`src/rtl/grant_port_mux.sv`:
```
// Funnels one-hot arbiter grants into a single downstream request channel and
// routes in-order downstream responses back to the originating requester.
module grant_port_mux #(
  parameter int unsigned NUM_REQUESTERS  = 4,
  parameter int unsigned DATA_W          = 32,
  parameter int unsigned MAX_OUTSTANDING = 4
) (
  input  logic                             clk,
  input  logic                             rst_n,
  input  logic [NUM_REQUESTERS-1:0]        i_grants,
  input  logic [NUM_REQUESTERS*DATA_W-1:0] i_req_data,
  output logic [NUM_REQUESTERS-1:0]        o_req_ack,
  output logic                             o_m_valid,
  output logic [DATA_W-1:0]                o_m_data,
  input  logic                             i_m_ready,
  input  logic                             i_r_valid,
  input  logic [DATA_W-1:0]                i_r_data,
  output logic                             o_r_ready,
  output logic [NUM_REQUESTERS-1:0]        o_rsp_valid,
  output logic [DATA_W-1:0]                o_rsp_data,
  output logic                             o_busy,
  output logic                             o_err
);

  localparam int unsigned IDX_W = (NUM_REQUESTERS > 1) ? $clog2(NUM_REQUESTERS) : 1;
  localparam int unsigned PTR_W = (MAX_OUTSTANDING > 1) ? $clog2(MAX_OUTSTANDING) : 1;
  localparam int unsigned CNT_W = $clog2(MAX_OUTSTANDING) + 1;

  localparam logic [0:0] ST_IDLE = 1'b0;
  localparam logic [0:0] ST_HOLD = 1'b1;

  logic [0:0]                state_q, state_d;
  logic [IDX_W-1:0]          idx_q, idx_d;
  logic [DATA_W-1:0]         data_q, data_d;
  logic [NUM_REQUESTERS-1:0] ack_q, ack_d;
  logic                      valid_q, valid_d;
  logic [PTR_W-1:0]          wr_ptr_q, wr_ptr_d;
  logic [PTR_W-1:0]          rd_ptr_q, rd_ptr_d;
  logic [CNT_W-1:0]          count_q, count_d;
  logic                      r_ready_q, r_ready_d;
  logic [NUM_REQUESTERS-1:0] rsp_valid_q, rsp_valid_d;
  logic [DATA_W-1:0]         rsp_data_q, rsp_data_d;
  logic                      busy_q, busy_d;
  logic                      err_q, err_d;
  logic [IDX_W-1:0]          mem_q [MAX_OUTSTANDING];

  logic                      push_c;
  logic                      pop_c;
  logic [IDX_W-1:0]          grant_idx_c;
  logic [DATA_W-1:0]         grant_data_c;
  logic                      grant_any_c;
  logic                      grant_multi_c;

  // Lowest-index granted requester and its payload
  always_comb begin
    grant_idx_c  = '0;
    grant_data_c = '0;
    for (int i = int'(NUM_REQUESTERS) - 1; i >= 0; i--) begin
      if (i_grants[i]) begin
        grant_idx_c  = IDX_W'(i);
        grant_data_c = i_req_data[i*DATA_W +: DATA_W];
      end
    end
    grant_any_c   = (i_grants != '0);
    grant_multi_c = ((i_grants & (i_grants - NUM_REQUESTERS'(1))) != '0);
  end

  // Next-state: request FSM, ID FIFO bookkeeping and response routing
  always_comb begin
    state_d     = state_q;
    idx_d       = idx_q;
    data_d      = data_q;
    ack_d       = '0;
    valid_d     = valid_q;
    wr_ptr_d    = wr_ptr_q;
    rd_ptr_d    = rd_ptr_q;
    count_d     = count_q;
    rsp_valid_d = '0;
    rsp_data_d  = rsp_data_q;
    err_d       = err_q;
    push_c      = 1'b0;
    pop_c       = 1'b0;

    case (state_q)
      ST_IDLE: begin
        if (grant_any_c && (count_q < CNT_W'(MAX_OUTSTANDING))) begin
          state_d = ST_HOLD;
          idx_d   = grant_idx_c;
          data_d  = grant_data_c;
          ack_d   = NUM_REQUESTERS'(1) << grant_idx_c;
          valid_d = 1'b1;
          if (grant_multi_c) err_d = 1'b1;
        end
      end
      ST_HOLD: begin
        if (i_m_ready) begin
          state_d = ST_IDLE;
          valid_d = 1'b0;
          push_c  = 1'b1;
        end
      end
      default: begin
        state_d = ST_IDLE;
        valid_d = 1'b0;
      end
    endcase

    // r_ready_q mirrors count_q != 0, so a response with an empty FIFO is refused
    pop_c = i_r_valid & r_ready_q;
    if (i_r_valid && !r_ready_q) err_d = 1'b1;

    if (push_c) wr_ptr_d = wr_ptr_q + PTR_W'(1);
    if (pop_c) begin
      rd_ptr_d    = rd_ptr_q + PTR_W'(1);
      rsp_valid_d = NUM_REQUESTERS'(1) << mem_q[rd_ptr_q];
      rsp_data_d  = i_r_data;
    end

    case ({push_c, pop_c})
      2'b10:   count_d = count_q + CNT_W'(1);
      2'b01:   count_d = count_q - CNT_W'(1);
      default: count_d = count_q;
    endcase

    r_ready_d = (count_d != '0);
    busy_d    = (state_d == ST_HOLD) || (count_d != '0);
  end

  always_ff @(posedge clk or negedge rst_n) begin
    if (!rst_n) begin
      state_q     <= ST_IDLE;
      idx_q       <= '0;
      data_q      <= '0;
      ack_q       <= '0;
      valid_q     <= 1'b0;
      wr_ptr_q    <= '0;
      rd_ptr_q    <= '0;
      count_q     <= '0;
      r_ready_q   <= 1'b0;
      rsp_valid_q <= '0;
      rsp_data_q  <= '0;
      busy_q      <= 1'b0;
      err_q       <= 1'b0;
    end else begin
      state_q     <= state_d;
      idx_q       <= idx_d;
      data_q      <= data_d;
      ack_q       <= ack_d;
      valid_q     <= valid_d;
      wr_ptr_q    <= wr_ptr_d;
      rd_ptr_q    <= rd_ptr_d;
      count_q     <= count_d;
      r_ready_q   <= r_ready_d;
      rsp_valid_q <= rsp_valid_d;
      rsp_data_q  <= rsp_data_d;
      busy_q      <= busy_d;
      err_q       <= err_d;
    end
  end

  // ID storage needs no reset: entries are only read while the count is nonzero
  always_ff @(posedge clk) begin
    if (push_c) mem_q[wr_ptr_q] <= idx_q;
  end

  assign o_req_ack   = ack_q;
  assign o_m_valid   = valid_q;
  assign o_m_data    = data_q;
  assign o_r_ready   = r_ready_q;
  assign o_rsp_valid = rsp_valid_q;
  assign o_rsp_data  = rsp_data_q;
  assign o_busy      = busy_q;
  assign o_err       = err_q;

endmodule

```
`config.mk`:
```
export PLATFORM = sky130hd
export DESIGN_NAME = grant_port_mux
export DESIGN_NICKNAME = d
export VERILOG_FILES = /design/src/rtl/grant_port_mux.sv
export SDC_FILE = /design/constraint.sdc
export NUM_CORES = 1
export LEC_CHECK = 0
export ABC_AREA = 1
export ABC_CLOCK_PERIOD_IN_PS = 2800
export CELL_PAD_IN_SITES_DETAIL_PLACEMENT = 1
export CELL_PAD_IN_SITES_GLOBAL_PLACEMENT = 1
export CORE_MARGIN = 5
export CORE_UTILIZATION = 28
export DETAILED_ROUTE_END_ITERATION = 6
export PLACE_DENSITY_LB_ADDON = 0.1
export SLEW_MARGIN = 30
export SYNTH_ARGS = -nofsm -noshare
export SYNTH_HDL_FRONTEND = slang
export SYNTH_SLANG_ARGS = --single-unit
```
`constraint.sdc`:
```
create_clock -name clk -period 2.8 [get_ports clk]
set_input_delay 0.56 -clock clk [delete_from_list [all_inputs] [get_ports clk]]
set_output_delay 0.56 -clock clk [all_outputs]
set_load 0.01 [all_outputs]
```
==> impl_metrics.py, run 1 <==
# Synthesis and PnR figures
metrics = {
    "place": {
        "pre_cts_slack_ns": 0.302,
        "dpl-instance-area_sq_um": 7400,
        "routabilityCongestion": 0.772,
    },
    "grt": {
        "grt_max_degree": 53,
        "grtUsageMet2_pct": 34.1,
        "antenna_found_initial": 3,
        "grt_pass1_wl_mm": 29.9,
        "overflow": 0,
        "grt_pass1_vias": 5610,
        "grtUsageMet3_pct": 5.63,
    },
    "clock_tree": {
        "cts_max_level": 3,
        "numCtsBuffers": 9,
        "cts.clk_slew.worst_paths_ns": 0.07,
        "post_cts_resized": 0,
        "insertion_delay_ns": 0.35,
        "cts_tree": "yes",
        "cts.path.max_buffers": 2,
    },
    "detailed_routing": {
        "wl_met2_mm": 9.87,
        "met1_length_mm": 7.41,
        "drt_first_pass_iters": 4,
        "via_count": 5141,
        "drt_iter0_drc": 89,
        "ant_nets": 0,
        "via_per_inst": 4.61,
        "drc": 0,
        "top_layer": "met5",
    },
    "synth": {
        "top_area_cell": "dfrtp_1",
        "synthTopCellsByCount": "289 x nand2_1, 86 x dfrtp_1, 81 x nor2_1",
        "syn-cell-area_sq_um": 4840,
        "synth_compound_gate_area_share_pct": 4.19,
        "xor_area_share_pct": 0.362,
        "topCellsByArea": "dfrtp_1 45%, nand2_1 22%, nand3_1 7.3%",
        "synthAdderAreaFrac_pct": 1.71,
        "syn_area_per_cell_sq_um": 7.41,
        "ff_type": "dfrtp_1",
        "mux_area_share_pct": 0,
        "ys_area_sq_um": 4840,
        "top_cell": "nand2_1",
        "synth_warnings": 0,
        "edf_count": 8,
    },
    "floorplan": {
        "nWellTaps": 225,
        "fp.dieH_microns": 141,
        "die_w_microns": 141,
        "fp_util_pct": 28.3,
        "io_pins": 244,
    },
    "setup_path": {
        "rr_worst_depth": 8,
        "critPathRequiredTime_ns": 3.01,
        "cp-endpoint": "o_busy$_DFF_PN0_",
        "path_cells": "clkdlybuf4s50_1 -> nand2_1 -> clkinv_1 -> ha_1 -> inv_1 -> fa_1 -> o21ai_0 -> nor2_1 -> nand4_1",
        "startpoint": "i_r_valid",
        "cp-end-kind": "flop",
        "critical_path_class": "primary input to flop",
        "startpoint_type": "primary input",
        "rr_startpoint": "o_r_ready$_DFF_PN0_",
        "r2r_end": "o_busy$_DFF_PN0_",
        "worstPathArrival_ns": 2.34,
        "path_depth": 9,
        "crit_buf_inv": 3,
        "cp_slowest_cell": "clkdlybuf4s50_1",
    },
    "finish": {
        "layout-drive-gt1-share_pct": 4.28,
        "largest_cell_class": "buffers",
        "instances_no_fill": 1114,
        "clock_area_share_pct": 3.96,
        "logic_gates": 497,
        "buffer_area_share_pct": 32.5,
        "area_growth_pct": 59.4,
        "nClkBuffers": 10,
        "nFlopsAndLatches": 94,
        "diodes": 2,
    },
    "pwr": {
        "leakage_uw": 0.00362,
        "comb-power_uw": 2830,
        "pwr.group.clock_uw": 1280,
        "p_sw_share_pct": 36.9,
        "seq_cell_power_uw": 2230,
        "clockPowerShare_pct": 20.1,
        "maxPowerGroup": "combinational cells",
    },
    "timing": {
        "hold_violations": 0,
        "timing.hold.ws_ns": 0.242,
        "setup_ws_ns": 0.674,
        "setup_viol": 0,
        "min_period_ns": 2.13,
        "skew_ns": 0.00959,
        "rsz0062_at_grt": "false",
    },
    "status": {
        "outcome": "finished, final reports clean",
    },
    "min_path": {
        "hold_class": "primary input to async pin",
    },
    "run": {
        "maxCapViolCount": 0,
    },
}
Run 1, gate-type map:
Drawn at 2 px/micron.
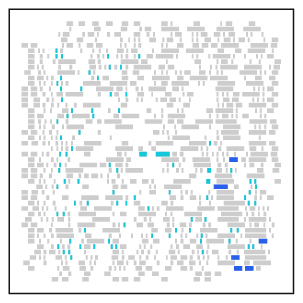
nor cells: drawn in cyan, cells 85. fa/ha/maj cells: drawn in blue, cells 6, where lower right.

Run 1, signal wires on met1:
Drawn at 2 px/micron.
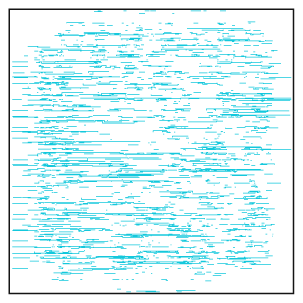
The longest straight run is 42.3 microns. The wires run mostly horizontal. The layer carries 7410 microns of wire. The layer holds 39% of the routed length.

Run 1, track usage over the die:
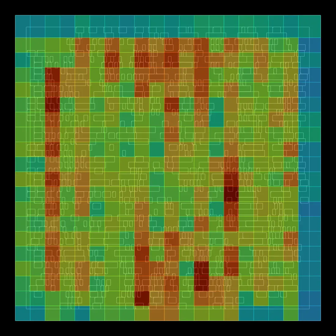
Final Util: 45.0%
Tot GR Track Use: 19.0%
M1 GR Usage: 21.3%

==> run 2, diff against run 1 <==
--- a/config.mk
+++ b/config.mk
@@ -6,7 +6,7 @@
 export NUM_CORES = 1
 export LEC_CHECK = 0
 export ABC_AREA = 1
-export ABC_CLOCK_PERIOD_IN_PS = 2800
+export ABC_CLOCK_PERIOD_IN_PS = 2200
 export CELL_PAD_IN_SITES_DETAIL_PLACEMENT = 1
 export CELL_PAD_IN_SITES_GLOBAL_PLACEMENT = 1
 export CORE_MARGIN = 5
==> constraint.sdc (replaced) <==
create_clock -name clk -period 2.2 [get_ports clk]
set_input_delay 0.44 -clock clk [delete_from_list [all_inputs] [get_ports clk]]
set_output_delay 0.44 -clock clk [all_outputs]
set_load 0.01 [all_outputs]
Run 2, signal wires on met1:
Drawn at 2 px/micron.
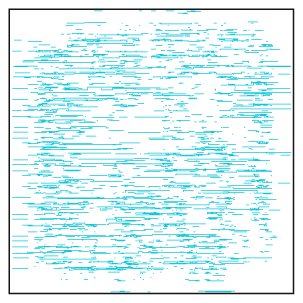
The longest straight run is 35.0 microns. 937 nets have wire on it. The wires run mostly horizontal. The layer carries 7410 microns of wire.

Run 2, register map, names as in the netlist:
Drawn at 3 px/micron.
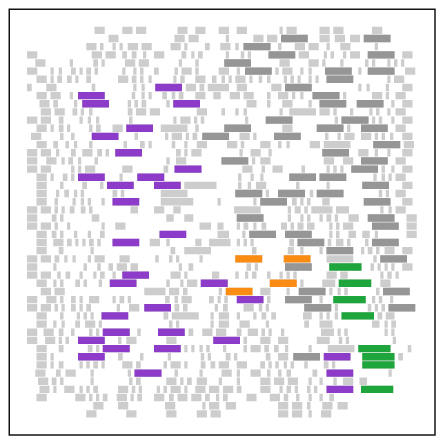
mem_q: drawn in green, flops 8, where lower right. o_m_data: drawn in purple, flops 32. o_req_ack: drawn in orange, flops 4, where centre.
Another 50 sequential cells are not coloured.

Run 2, close-up of the layout:
Region (94, 94) to (119, 119) microns. Cells in grey, sequential cells in the stronger grey; small squares are vias.
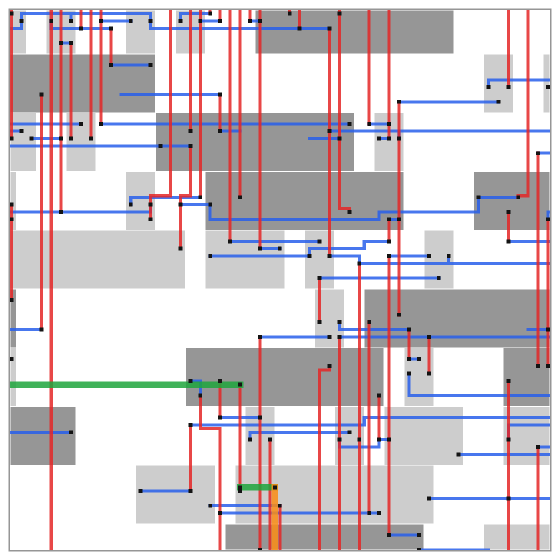
M4: drawn in orange. M1: drawn in blue. M2: drawn in red. M3: drawn in green.
Netlist names of flops here include o_rsp_data (6). Most frequent: nand2_1 (15), dfrtp_1 (6), clkdlybuf4s50_1 (4). Sequential cells in the window: 6. 27 logic cells have their middle in the window.

==> impl_metrics.py, run 2 <==
# Synthesis and PnR figures
metrics = {
    "status": {
        "outcome": "finished, final reports clean",
    },
    "synth": {
        "top_cell": "nand2_1",
        "synthAdderAreaFrac_pct": 1.71,
        "syn_area_per_cell_sq_um": 7.41,
        "synthTopCellsByCount": "289 x nand2_1, 86 x dfrtp_1, 81 x nor2_1",
        "synth_compound_gate_area_share_pct": 4.19,
        "xor_area_share_pct": 0.362,
        "ff_type": "dfrtp_1",
        "edf_count": 8,
        "syn-cell-area_sq_um": 4840,
        "synth_warnings": 0,
        "top_area_cell": "dfrtp_1",
        "synth_top_area_share_pct": 44.5,
        "mux_area_share_pct": 0,
        "topCellsByArea": "dfrtp_1 45%, nand2_1 22%, nand3_1 7.3%",
    },
    "place": {
        "dpl-instance-area_sq_um": 7440,
        "pre_cts_slack_ns": -0.103,
    },
    "grt": {
        "grt_pass1_wl_mm": 30.7,
        "overflow": 0,
        "grt_use_total_pct": 19.4,
        "grt_pass1_vias": 5890,
        "antenna_found_initial": 0,
        "grtUsageMet3_pct": 5.22,
        "use_met1_pct": 21.3,
        "grtUsageMet2_pct": 36.0,
        "grt_max_degree": 41,
    },
    "timing": {
        "setup_viol": 0,
        "rsz0062_at_grt": "false",
        "worst_slew_pin_slew_ns": 0.697,
        "setup_ws_ns": 0.244,
        "slew_headroom_pct": 53.4,
        "hold_violations": 0,
        "skew_ns": 0.00596,
    },
    "setup_path": {
        "path_depth": 9,
        "crit_buf_inv": 3,
        "rr_worst_depth": 8,
        "cp_slowest_cell": "clkdlybuf4s50_1",
        "rr_startpoint": "o_r_ready$_DFF_PN0_",
        "path_cells": "clkdlybuf4s50_1 -> nand2_1 -> clkinv_1 -> ha_1 -> inv_1 -> fa_1 -> o21ai_0 -> nor2_1 -> nand4_1",
        "r2r_end": "o_busy$_DFF_PN0_",
        "crit_family": "adder cells",
        "critical_path_class": "primary input to flop",
        "startpoint": "i_r_valid",
        "cp-end-kind": "flop",
        "worstPathArrival_ns": 2.17,
        "cp-endpoint": "o_busy$_DFF_PN0_",
        "startpoint_type": "primary input",
        "critPathRequiredTime_ns": 2.41,
    },
    "floorplan": {
        "fp_util_pct": 28.3,
        "io_pins": 244,
        "die_w_microns": 141,
        "nWellTaps": 225,
        "fp.dieH_microns": 141,
    },
    "detailed_routing": {
        "met1_length_mm": 7.41,
        "ant_nets": 0,
        "wl_met2_mm": 10.3,
        "via_count": 5192,
        "top_layer": "met4",
        "via_per_inst": 4.66,
        "drc": 0,
        "drt_iter0_drc": 225,
        "drt_first_pass_iters": 4,
    },
    "finish": {
        "fill_cells": 2089,
        "instances_no_fill": 1114,
        "largest_cell_class": "buffers",
        "clock_area_share_pct": 3.96,
        "final_area_sq_um": 7750,
        "num-nonclk-buffers": 258,
        "nClkBuffers": 11,
        "logic_gates": 497,
        "layout-drive-gt1-share_pct": 4.39,
        "buffer_area_share_pct": 32.9,
        "nFlopsAndLatches": 94,
        "final_util_pct": 45.3,
        "area_growth_pct": 60.3,
    },
    "clock_tree": {
        "cts.path.max_buffers": 2,
        "cts_max_level": 3,
        "cts_tree": "yes",
        "post_cts_resized": 0,
        "cts.clk_slew.worst_paths_ns": 0.06,
    },
    "pwr": {
        "p_sw_share_pct": 36.3,
        "pwr.group.clock_uw": 1650,
        "seq_cell_power_uw": 2850,
        "leakage_uw": 0.00364,
        "maxPowerGroup": "combinational cells",
        "clockPowerShare_pct": 20.2,
        "comb-power_uw": 3670,
    },
    "run": {
        "maxCapViolCount": 0,
    },
    "min_path": {
        "hold_class": "primary input to async pin",
    },
}
Power and IR drop assume default switching activity.
